`src/rtl/alu_ctrl_seq.sv`:
```
// ALU-control stage between decode and execute: decodes (alu_op, funct) into a
// registered ALU control code with valid/ready flow control and iterative SHL beats.
module alu_ctrl_seq #(
  parameter int FUNCT_W    = 4,
  parameter int CTRL_W     = 4,
  parameter int SHAMT_W    = 3,
  parameter int ITER_SHIFT = 1
) (
  input  logic               clk_i,
  input  logic               reset_i,
  input  logic               in_valid_i,
  output logic               in_ready_o,
  input  logic [1:0]         alu_op_i,
  input  logic [FUNCT_W-1:0] funct_i,
  input  logic [SHAMT_W-1:0] shamt_i,
  input  logic               flush_i,
  output logic               out_valid_o,
  input  logic               out_ready_i,
  output logic [CTRL_W-1:0]  alu_ctrl_o,
  output logic               shift_step_o,
  output logic               out_last_o,
  output logic               illegal_o,
  output logic               busy_o
);

  localparam logic [CTRL_W-1:0] C_ADD  = CTRL_W'(0);
  localparam logic [CTRL_W-1:0] C_SUB  = CTRL_W'(1);
  localparam logic [CTRL_W-1:0] C_AND  = CTRL_W'(2);
  localparam logic [CTRL_W-1:0] C_OR   = CTRL_W'(3);
  localparam logic [CTRL_W-1:0] C_PASS = CTRL_W'(4);
  localparam logic [CTRL_W-1:0] C_ANDR = CTRL_W'(5);
  localparam logic [CTRL_W-1:0] C_ORR  = CTRL_W'(6);
  localparam logic [CTRL_W-1:0] C_SHL  = CTRL_W'(7);
  localparam logic [CTRL_W-1:0] C_XOR  = CTRL_W'(8);

  typedef enum logic {IDLE = 1'b0, SHIFT = 1'b1} state_t;

  state_t              state_q, state_d;
  logic [SHAMT_W-1:0]  cnt_q, cnt_d;
  logic                out_valid_q, out_valid_d;
  logic [CTRL_W-1:0]   alu_ctrl_q, alu_ctrl_d;
  logic                shift_step_q, shift_step_d;
  logic                out_last_q, out_last_d;
  logic                illegal_q, illegal_d;

  logic [3:0]          funct_lo;
  logic [CTRL_W-1:0]   dec_ctrl;
  logic                dec_illegal;
  logic                iter_shl;
  logic                accept;

  // Only the low nibble of funct participates in decode.
  assign funct_lo = funct_i[3:0];

  always_comb begin
    dec_ctrl    = C_PASS;
    dec_illegal = 1'b0;
    case (alu_op_i)
      2'b00: begin
        case (funct_lo)
          4'd0:       dec_ctrl = C_ADD;
          4'd1:       dec_ctrl = C_SUB;
          4'd2:       dec_ctrl = C_AND;
          4'd3:       dec_ctrl = C_OR;
          4'd4:       dec_ctrl = C_XOR;
          4'd5:       dec_ctrl = C_ANDR;
          4'd6:       dec_ctrl = C_ORR;
          4'd8, 4'd9: dec_ctrl = C_PASS;
          default:    dec_illegal = 1'b1;
        endcase
      end
      2'b01: begin
        case (funct_lo)
          4'd0:    dec_ctrl = C_ADD;
          4'd1:    dec_ctrl = C_SUB;
          4'd3:    dec_ctrl = C_XOR;
          4'd7:    dec_ctrl = C_SHL;
          default: dec_ctrl = C_PASS;
        endcase
      end
      2'b10:   dec_ctrl = funct_lo[3] ? C_PASS : C_SUB;
      default: dec_ctrl = C_PASS;
    endcase
  end

  assign iter_shl   = (ITER_SHIFT != 0) && (dec_ctrl == C_SHL);
  assign in_ready_o = !flush_i && (state_q == IDLE) && (!out_valid_q || out_ready_i);
  assign accept     = in_valid_i && in_ready_o;

  always_comb begin
    state_d      = state_q;
    cnt_d        = cnt_q;
    out_valid_d  = out_valid_q;
    alu_ctrl_d   = alu_ctrl_q;
    shift_step_d = shift_step_q;
    out_last_d   = out_last_q;
    illegal_d    = illegal_q;
    if (flush_i) begin
      state_d     = IDLE;
      cnt_d       = '0;
      out_valid_d = 1'b0;
    end else begin
      case (state_q)
        IDLE: begin
          if (accept) begin
            out_valid_d  = 1'b1;
            alu_ctrl_d   = dec_ctrl;
            illegal_d    = dec_illegal;
            shift_step_d = 1'b0;
            out_last_d   = 1'b1;
            if (iter_shl) begin
              // shamt==0 is a plain pass-through beat with no shift step.
              if (shamt_i >= SHAMT_W'(2)) begin
                shift_step_d = 1'b1;
                out_last_d   = 1'b0;
                cnt_d        = shamt_i - SHAMT_W'(1);
                state_d      = SHIFT;
              end else if (shamt_i == SHAMT_W'(1)) begin
                shift_step_d = 1'b1;
              end
            end
          end else if (out_ready_i) begin
            out_valid_d = 1'b0;
          end
        end
        SHIFT: begin
          // cnt_q counts beats still to issue after the one being presented.
          if (out_ready_i) begin
            cnt_d        = cnt_q - SHAMT_W'(1);
            shift_step_d = 1'b1;
            out_last_d   = (cnt_q == SHAMT_W'(1));
            if (cnt_q == SHAMT_W'(1)) begin
              state_d = IDLE;
            end
          end
        end
        default: state_d = IDLE;
      endcase
    end
  end

  always_ff @(posedge clk_i or posedge reset_i) begin
    if (reset_i) begin
      state_q      <= IDLE;
      cnt_q        <= '0;
      out_valid_q  <= 1'b0;
      alu_ctrl_q   <= C_PASS;
      shift_step_q <= 1'b0;
      out_last_q   <= 1'b0;
      illegal_q    <= 1'b0;
    end else begin
      state_q      <= state_d;
      cnt_q        <= cnt_d;
      out_valid_q  <= out_valid_d;
      alu_ctrl_q   <= alu_ctrl_d;
      shift_step_q <= shift_step_d;
      out_last_q   <= out_last_d;
      illegal_q    <= illegal_d;
    end
  end

  assign out_valid_o  = out_valid_q;
  assign alu_ctrl_o   = alu_ctrl_q;
  assign shift_step_o = shift_step_q;
  assign out_last_o   = out_last_q;
  assign illegal_o    = illegal_q;
  assign busy_o       = (state_q == SHIFT);

endmodule
```
`config.mk`:
```
export PLATFORM = sky130hd
export DESIGN_NAME = alu_ctrl_seq
export DESIGN_NICKNAME = d
export VERILOG_FILES = /design/src/rtl/alu_ctrl_seq.sv
export SDC_FILE = /design/constraint.sdc
export NUM_CORES = 1
export LEC_CHECK = 0
export CAP_MARGIN = 20
export CORE_UTILIZATION = 47
export DETAILED_ROUTE_END_ITERATION = 8
export PLACE_DENSITY = 0.82
export SLEW_MARGIN = 10
export SYNTH_ARGS = -nofsm -noshare
export SYNTH_HDL_FRONTEND = slang
export SYNTH_SLANG_ARGS = --single-unit
```
`constraint.sdc`:
```
create_clock -name clk_i -period 1.9 [get_ports clk_i]
set_input_delay 0.285 -clock clk_i [delete_from_list [all_inputs] [get_ports clk_i]]
set_output_delay 0.285 -clock clk_i [all_outputs]
set_load 0.05 [all_outputs]
```
**Where the registers sit**

The bar under the picture is 10 µm long. Other sequential cells in the stronger grey, the rest of the logic in the fainter grey.
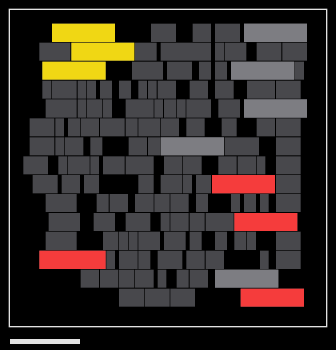
alu_ctrl_o: in red, placed flops 4. cnt_q: in yellow, placed flops 3.
Another 5 sequential cells are not coloured.
Seq area share: 24.0%
Finished Core Util: 72.1%
Seq power: 279 µW

**Clock wiring as the flow saved it**

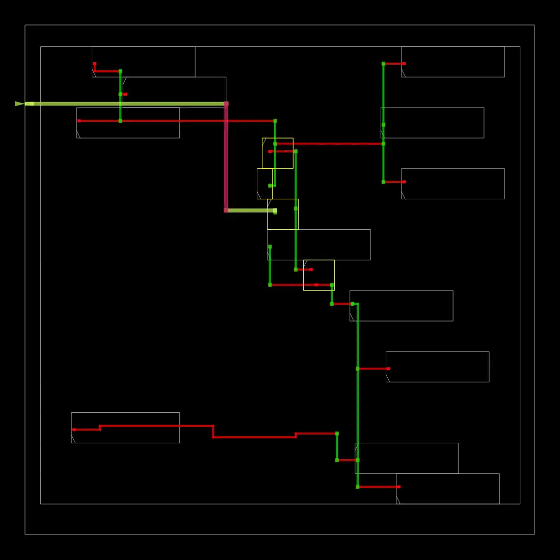
cts bufs inserted: 3
CTS sink count: 12
flop count: 12

**I/O pins on the die edge**

The bar under the picture is 10 µm long. Pins as bars across the die edge, other pins in grey.
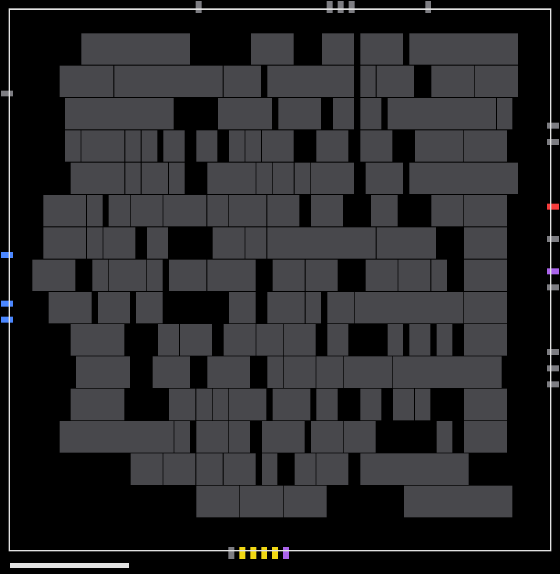
funct_i: in yellow, pins 4, direction input, edge bottom. alu_op_i: in purple, pins 2, direction input, edge 1 right, 1 bottom. shift_step_o: in red, pins 1, direction output, edge right. shamt_i: in blue, pins 3, direction input, edge left.
All pins by edge: 9 right, 6 bottom, 5 top, 4 left.

**Metal 1**

The bar under the picture is 10 µm long.
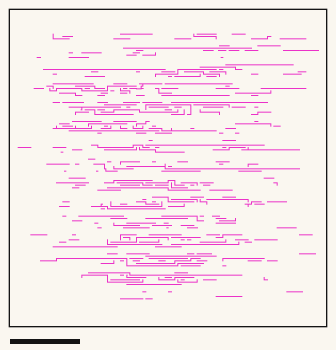
The layer holds 46% of the routed length. The wires run mostly horizontal. The layer carries 922 µm of wire. The longest straight run is 19.3 µm.
met1 Usage GRT: 27.7%
wirelength, routed: 2010 µm
vias post-DR: 881

==> out/results.ini <==
[outcome]
outcome=completed

[global_routing]
grt.overflow.total=0
grt_pass1_vias=753
grt_max_degree=16
top_usage_layer=met2
grt_antenna_before_repair=0
use_met2_pct=36.3
grt.total_usage_pct=21.7
grt_pass1_wl_um=3190

[setup_path]
crit_path_start_kind=primary input
cp.arrival_ps=1960
worst-path-max-fanout=3
r2r_cells=4
slowest_delay_ps=470
crit_slowest_cell=clkdlybuf4s50_1
end_kind=flip-flop

[floorplanning]
initial_core_util_pct=50.8
die_y_um=45.4
chipWidth_um=45.4
core_um2=1750
io_pins=24
row_count=15

[power_and_ir_drop]
leakage_nw=0.544
ir_drop_uv=255

[finish]
drive_gt1_share_pct=21.9
fin_nets=157
layoutNonFillerInstCount=162

[routing]
vias_per_cell=5.44
drc=0
drtAntennaViolNets=0
first_iter_violations=13

[synthesis]
syn-instance-count=101
ys.flops=12
yosys_area_um2=887
fp_nets=120
synth-warning-count=0
syn_area_um2=887
ys_cells=101
synth.avg_cell_area_um2=8.78
postSynthSeqShare_pct=34.0
synth.distinct_cells=42

[sta]
timing.final.ws_setup_ps=141
fmax_mhz=569
slew_viol_final=0
max_slew_margin_pct=66.9
hold-worst-slack_ps=332
setup_viol=0
period_needed_ps=1760
finalHoldViolations=0
grt_setup_unrepaired=no

[placed_design]
pre_cts_slack_ps=-135
gp_congestion=0.950
dp.cells=158
place_area_um2=1230
io_buffer_count=23

[clock_tree]
clock-root-buffer=clkbuf_4
cts_tree=built
htreeDepth=1
cts_resized=0
postCtsHoldBufs=0
clockBufferDepth=2

[job]
cap_violations=0

-- logic make-up (layout without fill, tap and decap cells) --
family | Yosys count | in the layout | share of synthesized area, %
simple gates | 40 | 40 | 27.4
compound gates | 26 | 26 | 19.6
buf+inv | 13 | 49 | 6.49
flops | 12 | 12 | 34.0
fa+ha+maj | 5 | 5 | 7.05
mux | 3 | 3 | 3.53
xor+xnor | 2 | 2 | 1.97
-- power by group --
group / total [mW] / switching [mW] / leakage (nW) / internal [mW]
Clock: 0.165 / 0.0844 / 0.0150 / 0.0811
Sequential: 0.279 / 0.00711 / 0.154 / 0.272
Combinational: 0.229 / 0.130 / 0.375 / 0.0988
Total: 0.673 / 0.221 / 0.544 / 0.452
-- final timing paths --
path	from	endpoint	slack (ps)
max in group asynchronous	reset_i	alu_ctrl_o[2]	1220
setup reg to reg	out_valid_o	cnt_q[0]	340
hold / removal	reset_i	out_valid_o	330
hold reg to reg	illegal_o	illegal_o	480
setup / recovery	shamt_i[0]	cnt_q[0]	140
min in group clk_i	illegal_o	illegal_o	480
-- cell usage after synthesis (all sizes together) --
| library cell | number | area [µm²] |
|---|---|---|
| clkbuf | 2 | 7.51 |
| or2b | 1 | 7.51 |
| nor4 | 1 | 12.5 |
| o31ai | 1 | 7.51 |
| nor3b | 2 | 15.0 |
| nor2b | 3 | 21.3 |
| o2111ai | 3 | 26.3 |
| nor2 | 5 | 18.8 |
| xnor2 | 1 | 8.76 |
| nand4 | 2 | 12.5 |
| and3 | 2 | 12.5 |
| nor3 | 3 | 20.0 |
| dfrtp | 11 | 275 |
| ha | 5 | 62.6 |
| mux2 | 1 | 11.3 |
| inv | 9 | 33.8 |
| dfstp | 1 | 26.3 |
| o21a | 1 | 7.51 |
| a31oi | 1 | 6.26 |
| o2bb2ai | 1 | 8.76 |
| a21oi | 3 | 15.0 |
| nand2b | 1 | 13.8 |
| o22a | 1 | 8.76 |
| a311o | 1 | 10.0 |
| nand2 | 11 | 41.3 |
| and2b | 1 | 7.51 |
| o21ai | 12 | 63.8 |
| nand3 | 2 | 10.0 |
| buf | 2 | 16.3 |
| a311oi | 1 | 8.76 |
| and4 | 1 | 11.3 |
| mux2i | 2 | 20.0 |
| nand3b | 2 | 15.0 |
| a21boi | 1 | 11.3 |
| or4 | 1 | 11.3 |
| xor2 | 1 | 8.76 |
| or3 | 2 | 12.5 |
-- per-layer routing --
| metal | wire [µm] | part of all wire (%) |
|---|---|---|
| met5 | 0 | 0 |
| met4 | 44 | 2.2 |
| met3 | 86 | 4.3 |
| met2 | 957 | 48 |
| met1 | 922 | 46 |
-- critical path, delay by kind of cell --
| family | cells | cell delay, ps |
|---|---|---|
| fa+ha+maj | 1 | 180 |
| compound gates | 2 | 400 |
| buf+inv | 2 | 520 |
| simple gates | 2 | 570 |
-- sequential cells by signal, indices dropped and copies added, names as in the netlist --
signal and flops:
alu_ctrl_o 4, busy_o 1, cnt_q 3, illegal_o 1
out_last_o 1, out_valid_o 1, shift_step_o 1
-- layout make-up --
type | count | area (µm²)
multi-input combinational | 76 | 533
sequential | 12 | 302
timing repair buffer | 36 | 333
inverter | 9 | 33.8
tap | 25 | 31.3
fill | 151 | 487
clock buffer | 4 | 26.3
Power and IR drop assume default switching activity.
